### Sequential cells colored by netlist name, run 1

Scale: 3 px per um. Other sequential cells in the stronger gray, the rest of the logic in the fainter gray.
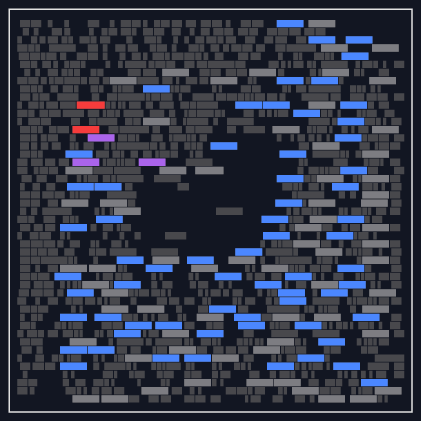
### Clock nets, run 1

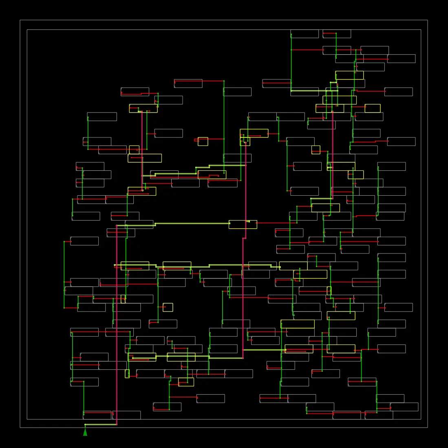
### Signal wires on met3, run 1

Scale: 4 px per um.
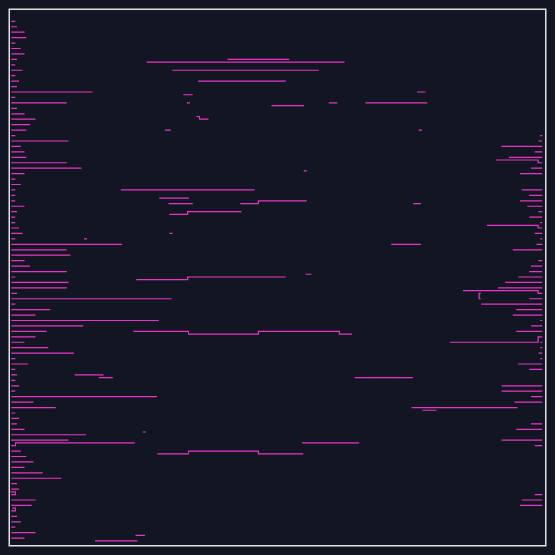
### Cells by drive strength, run 1

Scale: 4 px per um.
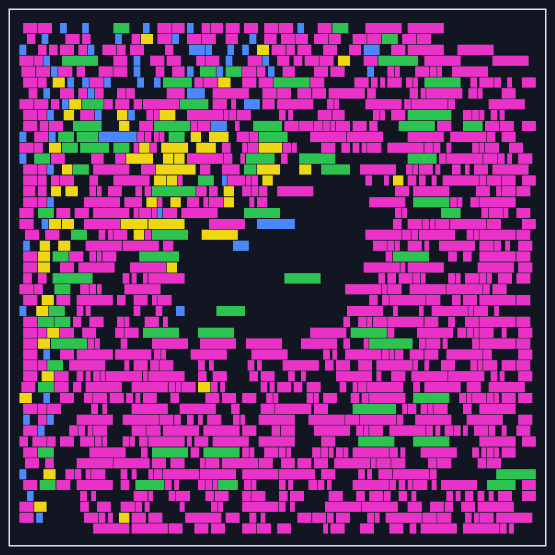
$ cat src/rtl/buffet_sram_arb_pkg.sv
// Shared types and default sizes for the buffet SRAM arbiter and its read-data queue.
package buffet_sram_arb_pkg;

    localparam int DEF_DATA_WIDTH   = 64;
    localparam int DEF_ADDR_WIDTH   = 9;
    localparam int DEF_MAX_WR_BURST = 4;

    typedef enum logic {
        ARB_RR      = 1'b0,
        ARB_WR_PRIO = 1'b1
    } arb_mode_e;

    typedef enum logic [1:0] {
        GNT_NONE = 2'd0,
        GNT_WR   = 2'd1,
        GNT_RD   = 2'd2
    } grant_e;

endpackage

$ cat src/rtl/buffet_rd_fifo2.sv
// Two-entry shift-register FIFO holding SRAM read data; head is always entry 0.
module buffet_rd_fifo2 #(
    parameter int WIDTH = 64
) (
    input  logic             clk,
    input  logic             rst_n,
    input  logic             clk_en,
    input  logic             flush,
    input  logic             push,
    input  logic [WIDTH-1:0] push_data,
    input  logic             pop,
    output logic [WIDTH-1:0] head,
    output logic [1:0]       count,
    output logic             full,
    output logic             empty
);

    logic [WIDTH-1:0] entry0;
    logic [WIDTH-1:0] entry1;
    logic             push_ok;
    logic             pop_ok;

    assign full    = (count == 2'd2);
    assign empty   = (count == 2'd0);
    assign push_ok = push && !full;
    assign pop_ok  = pop && !empty;
    assign head    = entry0;

    always_ff @(posedge clk or negedge rst_n) begin
        if (!rst_n) begin
            entry0 <= '0;
            entry1 <= '0;
            count  <= 2'd0;
        end else if (clk_en) begin
            if (flush) begin
                entry0 <= '0;
                entry1 <= '0;
                count  <= 2'd0;
            end else begin
                case ({push_ok, pop_ok})
                    2'b10: begin
                        if (count == 2'd0) entry0 <= push_data;
                        else               entry1 <= push_data;
                        count <= count + 2'd1;
                    end
                    2'b01: begin
                        entry0 <= entry1;
                        count  <= count - 2'd1;
                    end
                    2'b11: begin
                        // Simultaneous push/pop: the new word lands behind whatever survives the pop.
                        if (count == 2'd1) begin
                            entry0 <= push_data;
                        end else begin
                            entry0 <= entry1;
                            entry1 <= push_data;
                        end
                    end
                    default: ;
                endcase
            end
        end
    end

endmodule

$ cat src/rtl/buffet_sram_arbiter.sv
// Single-port SRAM arbiter for a buffet tile: one access per cycle, round-robin or
// write-priority with a starvation guard, and a credit-checked 2-entry read-data queue.
module buffet_sram_arbiter
    import buffet_sram_arb_pkg::*;
#(
    parameter int DATA_WIDTH   = DEF_DATA_WIDTH,
    parameter int ADDR_WIDTH   = DEF_ADDR_WIDTH,
    parameter int MAX_WR_BURST = DEF_MAX_WR_BURST
) (
    input  logic                  clk,
    input  logic                  rst_n,
    input  logic                  clk_en,
    input  logic                  flush,
    input  logic                  arb_mode,
    input  logic                  wr_valid,
    input  logic [ADDR_WIDTH-1:0] wr_addr,
    input  logic [DATA_WIDTH-1:0] wr_data,
    output logic                  wr_ready,
    input  logic                  rd_valid,
    input  logic [ADDR_WIDTH-1:0] rd_addr,
    output logic                  rd_ready,
    output logic [DATA_WIDTH-1:0] rd_data,
    output logic                  rd_data_valid,
    input  logic                  rd_data_ready,
    output logic [ADDR_WIDTH-1:0] addr_to_mem,
    output logic [DATA_WIDTH-1:0] data_to_mem,
    output logic                  wen_to_mem,
    output logic                  ren_to_mem,
    input  logic [DATA_WIDTH-1:0] data_from_mem
);

    localparam int BW = $clog2(MAX_WR_BURST + 1);

    // Handshakes: a request transfers in the cycle where valid and ready are both high;
    // ready is the grant and never depends on ready of another interface.
    grant_e          grant;
    grant_e          last_grant;
    logic [BW-1:0]   burst_cnt;
    logic            inflight;
    logic [1:0]      fifo_count;
    logic [1:0]      credit_used;
    logic            fifo_full;
    logic            fifo_empty;
    logic            rd_eligible;

    assign credit_used = fifo_count + {1'b0, inflight};
    assign rd_eligible = rd_valid && !fifo_full && (credit_used < 2'd2);

    always_comb begin
        grant = GNT_NONE;
        if (rst_n && clk_en && !flush) begin
            if (wr_valid && rd_eligible) begin
                if (arb_mode_e'(arb_mode) == ARB_WR_PRIO)
                    grant = (burst_cnt == BW'(MAX_WR_BURST)) ? GNT_RD : GNT_WR;
                else
                    grant = (last_grant == GNT_RD) ? GNT_WR : GNT_RD;
            end else if (wr_valid) begin
                grant = GNT_WR;
            end else if (rd_eligible) begin
                grant = GNT_RD;
            end
        end
    end

    assign wr_ready    = (grant == GNT_WR);
    assign rd_ready    = (grant == GNT_RD);
    assign wen_to_mem  = wr_ready;
    assign ren_to_mem  = rd_ready;
    assign addr_to_mem = wr_ready ? wr_addr : (rd_ready ? rd_addr : '0);
    assign data_to_mem = wr_ready ? wr_data : '0;

    always_ff @(posedge clk or negedge rst_n) begin
        if (!rst_n) begin
            last_grant <= GNT_RD;
            burst_cnt  <= '0;
            inflight   <= 1'b0;
        end else if (clk_en) begin
            if (flush) begin
                last_grant <= GNT_RD;
                burst_cnt  <= '0;
                inflight   <= 1'b0;
            end else begin
                inflight <= (grant == GNT_RD);
                if (grant != GNT_NONE) last_grant <= grant;
                if (grant == GNT_RD || !rd_eligible)
                    burst_cnt <= '0;
                else if (grant == GNT_WR && burst_cnt != BW'(MAX_WR_BURST))
                    burst_cnt <= burst_cnt + 1'b1;
            end
        end
    end

    // The SRAM output holds while clk_en is low, so the in-flight word is captured on the next enabled edge.
    buffet_rd_fifo2 #(.WIDTH(DATA_WIDTH)) u_rd_fifo (
        .clk       (clk),
        .rst_n     (rst_n),
        .clk_en    (clk_en),
        .flush     (flush),
        .push      (inflight),
        .push_data (data_from_mem),
        .pop       (rd_data_ready),
        .head      (rd_data),
        .count     (fifo_count),
        .full      (fifo_full),
        .empty     (fifo_empty)
    );

    assign rd_data_valid = !fifo_empty;

endmodule

$ cat config.mk
export PLATFORM = sky130hd
export DESIGN_NAME = buffet_sram_arbiter
export DESIGN_NICKNAME = d
export VERILOG_FILES = /design/src/rtl/buffet_sram_arb_pkg.sv /design/src/rtl/buffet_rd_fifo2.sv /design/src/rtl/buffet_sram_arbiter.sv
export SDC_FILE = /design/constraint.sdc
export NUM_CORES = 1
export LEC_CHECK = 0
export CAP_MARGIN = 15
export CORE_MARGIN = 2
export CORE_UTILIZATION = 40
export CTS_CLUSTER_DIAMETER = 100
export DETAILED_ROUTE_END_ITERATION = 8
export GPL_TIMING_DRIVEN = 0
export PLACE_DENSITY_LB_ADDON = 0.25
export REMOVE_ABC_BUFFERS = 1
export SLEW_MARGIN = 5
export SYNTH_ARGS = -nofsm -noshare
export SYNTH_HDL_FRONTEND = slang
export SYNTH_SLANG_ARGS = --single-unit
$ cat constraint.sdc
create_clock -name clk -period 3.02 [get_ports clk]
set_input_delay 0.604 -clock clk [delete_from_list [all_inputs] [get_ports clk]]
set_output_delay 0.604 -clock clk [all_outputs]
set_load 0.01 [all_outputs]
==> Table 3: Implementation characteristics, run 1 <==
Implementation parameters

Parameter                              Value

CTS
  Clk pin slew, worst setup/hold paths    60 ps
  Setup bufs post-CTS    18
  Maximum level of the CTS H-tree    4
  Hold_buf cts    0
  Clock sink total    136

Final layout
  Fill cell instance count of the final layout    1345
  Post-layout instance count excluding filler cells    1242
  Number of nets in the final layout    1168

STA
  Worst setup margin    -75.3 ps
  Transition time at the pin with the least slew margin    812 ps
  Count of final setup violators    18
  Clock skew    6.56 ps

Global route
  Total routing usage reported by global routing    23.5%
  Antenna violations before repair    0
  Vias in the first global route    6316
  Wire length of the first global-routing pass    32900 um

Setup path
  Signal arrival time at the worst endpoint    2490 ps
  Critical Path RT    2420 ps
  Reg-to-reg endpoint    u_rd_fifo.head[54]$_DFFE_PN0P_
  Number of cells on the worst reg-to-reg path    9
  Crit start category    flop

Placement
  Port Buffer Count    295
  Placed Instances    1183

Detailed routing
  Number of violations reported at the end of detailed-routing iteration 0    197
  DRC violation count after routing    0

Min path
  Class of the worst hold path    input pin to async pin

Outcome
  Violated checks    setup timing
  Run status    finished with violations

Logic synthesis
  Synthesized instance count    710
  Multiplexer fraction of the synthesized cell area    9.83%
Notes on 'Sequential cells colored by netlist name' above:
Key: burst_cnt = purple [sequential cells 3]; u_rd_fifo.entry1 = blue [sequential cells 64, where all over the die]; last_grant = red [sequential cells 2]
Another 67 sequential cells are not colored.
share of the final layout cell area in sequential cells: 31.3%
area used by sequential logic in the layout: 3410 um2
reported sequential group power: 2.38 mW

Notes on 'Clock nets' above:
clock buffer count from CTS: 17
power in the clock group: 2.24 mW

Notes on 'Signal wires on met3' above:
The wires run mostly horizontal. The longest straight run is 49.2 um.
routing usage on met3: 7.08%
wirelength, routed: 20800 um
via total after detailed routing: 5980

Notes on 'Cells by drive strength' above:
Key: x2 = blue [cells 62, share 6.1%]; x1 and smaller = magenta [cells 836, share 82%]; x3 and x4 = yellow [cells 55, share 5.4%]; x6 and larger = green [cells 69, share 6.8%]
final std cell area, no fill: 10900 um2
number of ordinary and repair buffers in the finished layout: 335
worst setup margin: -75.3 ps
area growth from synthesis to layout: 61.7%

[run 1: stage by stage]
| step | cell area (um2) | total power [mW] | TNS (ps) |
|---|---|---|---|
| 6_report | 10900 | 6.82 | -635 |
| 5_1_grt | 10900 | 7.20 | -2940 |
| 4_1_cts | 10800 | 6.84 | -262 |
| 3_5_place_dp | 9990 | 4.50 | -83450 |
| 3_3_place_gp | 9710 | 4.36 | -2176850 |
| 2_1_floorplan | 6480 | 3.46 | -508910 |
[run 1: state kept, by name, summed over array words and instances, names as in the netlist]
signal and count:
u_rd_fifo.head 64, last_grant 2, u_rd_fifo.count 2, inflight 1
u_rd_fifo.entry1 64, burst_cnt 3
[run 1: cell usage in the layout, fill, tap and decap left out, types with 2 or more instances in the layout]
cell type,n
buf_8,2
clkbuf_2,15
clkbuf_8,3
clkbuf_1,3
clkdlybuf4s15_2,3
buf_4,19
dlygate4sd2_1,6
ha_4,2
ha_1,3
nand2b_1,66
buf_6,23
o22ai_1,2
clkbuf_16,20
a22o_1,9
a21o_1,2
inv_1,7
nand2_1,134
bufinv_16,4
nor3b_4,2
inv_2,2
buf_12,11
nor2b_1,2
o21ai_0,132
dfrtp_1,134
a211oi_1,2
and2_1,43
clkinv_4,3
buf_2,36
and2_4,21
buf_16,4
a21oi_1,3
clkdlybuf4s50_1,213
mux2i_1,65
[run 1: per-layer routing]
metal,global-route usage (%),vias to the layer above,share of wire (%)
met5,0,-,0
met4,6.91,0,1.5
met3,7.08,22,6.4
met2,41.3,206,52
met1,27.8,2791,40
li1,-,2961,-
[run 1: power by group]
group / switching, mW / internal (mW) / total [mW] / leakage (nW)
sequential: 0.199 / 2.18 / 2.38 / 1.78
combinational: 1.00 / 1.21 / 2.21 / 2.79
clock: 0.782 / 1.46 / 2.24 / 0.308
### Routed metal per tile, run 1

Scale: 3 px per um. 27 x 27 tiles, from black (low) to pale yellow (high), scaled to the fullest tile. Values are wire area over tile area, all layers added.
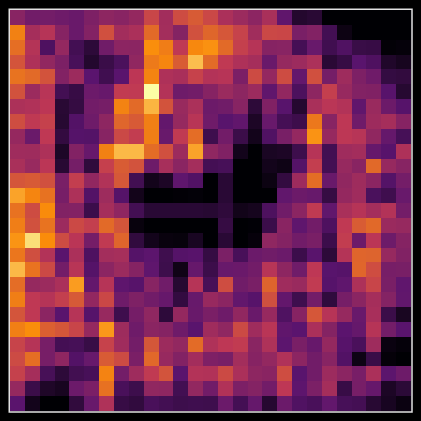

==> inputs of run 2 (changes only) <==
Settings changed: DONT_BUFFER_PORTS set to 1, PLACE_DENSITY_LB_ADDON 0.25 to 0.1.
Clock period 3.02 ns to 3.5 ns, I/O delays scaled along.
### Routed metal per tile, run 2

Scale: 3 px per um. 27 x 27 tiles, from black (low) to pale yellow (high), scaled to the fullest tile. Values are wire area over tile area, all layers added.
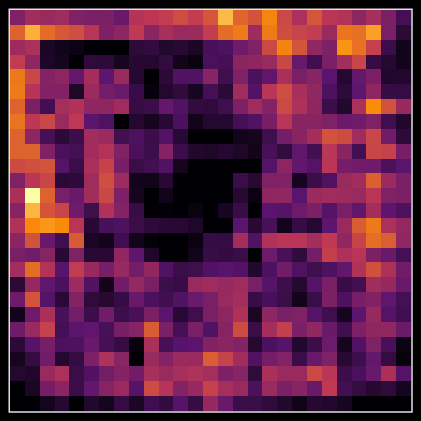
13% of the tiles are over half the peak. 6.3% of the tiles are nearly empty. The fullest tile reaches 0.55. The mean over all tiles is 0.16.
Routed wire per std cell: 19.2 um
total routing usage reported by global routing: 19.5%
via total after detailed routing: 4911
wirelength, routed: 17800 um

### Signal wires on met3, run 2

Scale: 4 px per um.
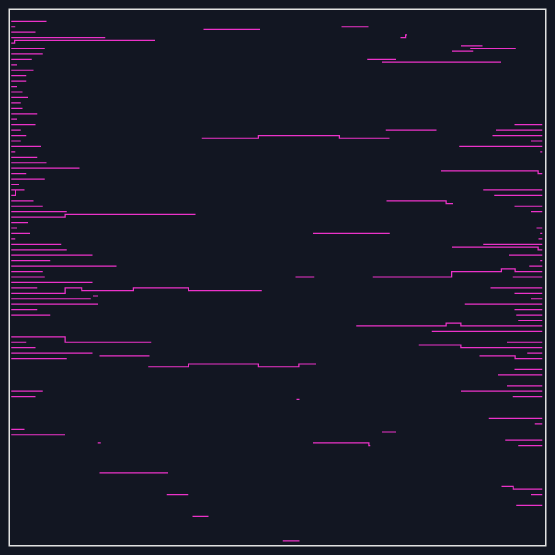
routing usage on met3: 8.11%

==> Table 3: Implementation characteristics, run 2 <==
Implementation parameters

Parameter                              Value

Final layout
  Fill cell instance count of the final layout    1560 (+16%)
  Area growth from synthesis to layout    14.8%
  Number of nets in the final layout    852 (-27%)

STA
  Worst setup margin    142 ps (+217 ps)
  Hold Worst Slack    -28.1 ps
  Final Hold Fails    125
  Setup tns final    0 ps (+635 ps)

Setup path
  Number of cells on the worst reg-to-reg path    8 (-1)
  Critical Path RT    2800 ps (+380 ps)

Detailed routing
  Number of violations reported at the end of detailed-routing iteration 0    220 (+12%)
  Uppermost routed layer    met4
  Post-Route M1 WL    8050 um (-3.0%)

CTS
  Clock buffer count from CTS    17 (unchanged)
  Maximum level of the CTS H-tree    4 (unchanged)
  Clk pin slew, worst setup/hold paths    60 ps (about the same)

Outcome
  Run status    finished with violations
  Violated checks    hold timing

Min path
  Class of the worst hold path    input pin to async pin

Global route
  Vias in the first global route    4843 (-23%)

Placement
  Port Buffer Count    0 (-100%)
### Clock nets, run 2

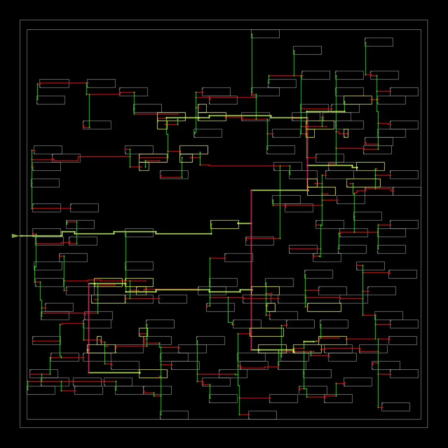
final sequential cell count: 136
Skew-Pair Late Insertion Delay: 420 ps
clock sink total: 136
clock skew: 5.56 ps

[run 2: report_power, final]
group / internal, mW / switching, mW / leakage (nW)
Sequential: 1.88 / 0.321 / 1.78
Combinational: 0.478 / 0.550 / 1.33
Clock: 1.20 / 0.719 / 0.292
[run 2: cell type report]
type	instances	area (um2)	area share (%)
Antenna cell	1	2.50	0.0324
Clock buffer	19	433	5.60
Clock inverter	13	196	2.54
Inverter	9	33.8	0.437
Multi-Input combinational cell	512	3110	40.2
Sequential cell	136	3400	44.1
Tap cell	220	275	3.56
Timing Repair Buffer	17	275	3.56
[run 2: kinds of logic after synthesis]
logic type	after synthesis
muxes	66
DFF	136
and+or+nand+nor	278
buffers and inverters	64
adders and majority gates	5
AOI/OAI and AO/OA	161
[run 2: worst min path at each step]
stage,slack (ps),end,cells after the start,start
floorplan,400,burst_cnt[0]$_DFFE_PN0P_,0,rst_n
global placement,410,u_rd_fifo.head[11]$_DFFE_PN0P_,0,rst_n
detailed placement,410,u_rd_fifo.entry1[11]$_DFFE_PN0P_,0,rst_n
CTS,-50,u_rd_fifo.entry1[11]$_DFFE_PN0P_,0,rst_n
global route,-60,u_rd_fifo.entry1[34]$_DFFE_PN0P_,0,rst_n
finish,-30,u_rd_fifo.entry1[11]$_DFFE_PN0P_,0,rst_n
[run 2: per-layer routing]
metal / track usage (%) / vias up
met5: 0 / -
met2: 29.7 / 161
li1: - / 2331
met4: 3.72 / 0
met3: 8.11 / 12
met1: 26.4 / 2407
[run 2: what timing repair did]
| item | 4_1_cts | 5_1_grt |
|---|---|---|
| resized | 1 | 2 |
| pin swaps | 1 | 3 |
| hold endpoints to repair | 135 | 135 |
| setup buffers | 1 | 3 |
| endpoints found under the setup margin | 42 | 42 |
| gates cloned | 0 | 4 |
### Cells by drive strength, run 2

Scale: 4 px per um.
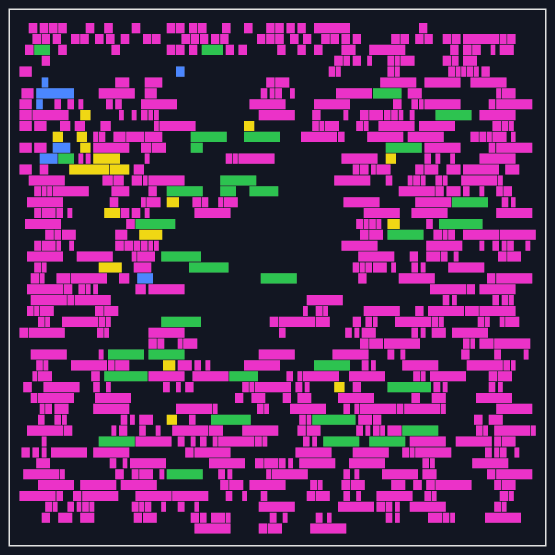

==> inputs of run 3 (changes only) <==
Settings changed: CORE_UTILIZATION 40 to 55.
### Cells by drive strength, run 3

Scale: 4 px per um.
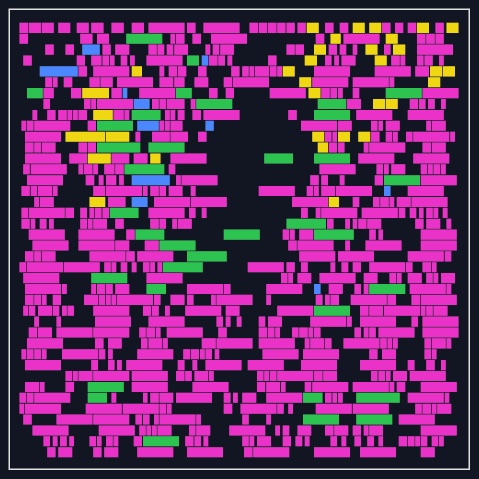
Key: x3 and x4 = yellow [cells 33, share 4.7%]; x1 and smaller = magenta [cells 624, share 89%]; x6 and larger = green [cells 35, share 5.0%]; x2 = blue [cells 11, share 1.6%]
area growth from synthesis to layout: 14.1%
final std cell area, no fill: 7680 um2
number of ordinary and repair buffers in the finished layout: 14
worst setup margin: 91.1 ps

### Clock nets, run 3

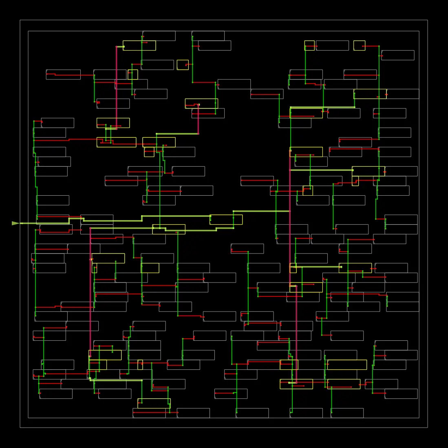
clock skew: 6.67 ps
power in the clock group: 1.77 mW
number of clock buffers in the layout: 22

==> Table 3: Implementation characteristics, run 3 <==
Implementation parameters

Parameter                              Value

Setup path
  Critical Path RT    2800 ps (about the same)
  Crit start category    flop

STA
  Final Max Tran Viols    0
  Final Hold Fails    101 (-19%)
  Setup tns final    0 ps (unchanged)
  Highest Clock Rate    293 MHz
  Hold Worst Slack    -24.4 ps (+3.68 ps)

Final layout
  Logic area    3170 um2 (+1.9%)
  Number of nets in the final layout    849 (-0.35%)
  Share of the final layout cell area in sequential cells    44.4% (+0.31 points)
  Comb_multi_in    512 (unchanged)
  Top cell category    sequential cells
  Number of diodes    9 (+8)
  Area used by sequential logic in the layout    3410 um2 (about the same)
  Fill cell instance count of the final layout    991 (-36%)
  Share of cell area taken by multi-input logic gates    41.2% (+1.0 points)
  Non-clock buffer share of cell area    3.55% (-0.0088 points)
  Non-CTS inverters    9 (unchanged)
  Clock buffers and inverters, area share    7.71% (-0.43 points)
  Final sequential cell count    136 (unchanged)

Floorplanning
  Count of inserted tapcells    147 (-33%)
  Fp util    56.3%

Placement
  Port Buffer Count    0 (unchanged)
  Post-DP HPWL    13100 um

Min path
  Class of the worst hold path    input pin to async pin

CTS
  Skew-Pair Late Insertion Delay    420 ps (about the same)
  Clk pin slew, worst setup/hold paths    60 ps (about the same)
  Clock sink total    136 (unchanged)
  Clock buffer count from CTS    17 (unchanged)
  Maximum level of the CTS H-tree    4 (unchanged)

Power and ir drop
  P per Cell Area    653 nW/um2
  Final Power    5.01 mW

Detailed routing
  Post-route ant nets    0
  Routed wire per std cell    21.9 um (+14%)
  DR pass1 iterations    4
  Via total after detailed routing    5038 (+2.6%)
  Number of violations reported at the end of detailed-routing iteration 0    311 (+41%)

Global route
  Antenna violations before repair    19
  Vias in the first global route    4960 (+2.4%)

Outcome
  Violated checks    hold timing
  Run status    finished with violations
### Routed metal per tile, run 3

Scale: 3 px per um. 23 x 23 tiles, from black (low) to pale yellow (high), scaled to the fullest tile. Values are wire area over tile area, all layers added.
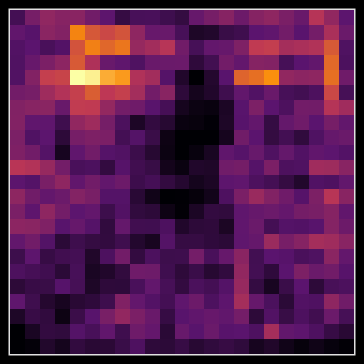
The mean over all tiles is 0.26. The emptiest ninth of the die: middle. 5.5% of the tiles are over half the peak. The densest ninth of the die: top left. 2.8% of the tiles are nearly empty.
total routing usage reported by global routing: 28.2%
wirelength, routed: 18800 um

-- run 3: cells by family after synthesis --
group,Yosys count
flip-flops,136
multiplexers,66
buffers and inverters,64
adder cells (fa/ha/maj),5
AND/OR/NAND/NOR,278
AND-OR/OR-AND,161
-- run 3: timing repair --
action | CTS | global route
cloned | 3 | 0
setup endpoints to repair | 41 | 65
buffers inserted | 1 | 0
resized | 2 | 25
pin swaps | 2 | 1
hold endpoints to repair | 135 | 135
-- run 3: metal layers --
| layer | vias to the layer above | wire [um] | GRT usage, % |
|---|---|---|---|
| li1 | 2342 | - | - |
| met1 | 2415 | 7160 | 33.5 |
| met2 | 227 | 8740 | 43.1 |
| met3 | 44 | 2480 | 16.3 |
| met4 | 10 | 358 | 9.11 |
| met5 | - | 81 | 0 |
-- run 3: worst paths after layout --
check | start | to | slack (ps) | cells after the start
setup / recovery | u_rd_fifo.count[0]$_DFFE_PN0P_ | data_to_mem[40] | 90 | 8
hold reg to reg | u_rd_fifo.entry1[18]$_DFFE_PN0P_ | u_rd_fifo.entry1[18]$_DFFE_PN0P_ | 480 | 2
hold / removal | rst_n | u_rd_fifo.entry1[36]$_DFFE_PN0P_ | -20 | 0
max in group asynchronous | rst_n | last_grant[1]$_DFFE_PN1P_ | 3260 | 0
min in group clk | clk_en | burst_cnt[2]$_DFFE_PN0P_ | 360 | 1
setup reg to reg | u_rd_fifo.count[0]$_DFFE_PN0P_ | u_rd_fifo.head[0]$_DFFE_PN0P_ | 440 | 8
-- run 3: report_power, final --
| group | leakage (nW) | switching [mW] | internal, mW | total (mW) |
|---|---|---|---|---|
| clock network | 0.279 | 0.665 | 1.10 | 1.77 |
| registers | 1.78 | 0.325 | 1.88 | 2.21 |
| logic | 1.34 | 0.557 | 0.479 | 1.04 |
Power figures rest on the tool's default switching activity, not on a simulated workload.
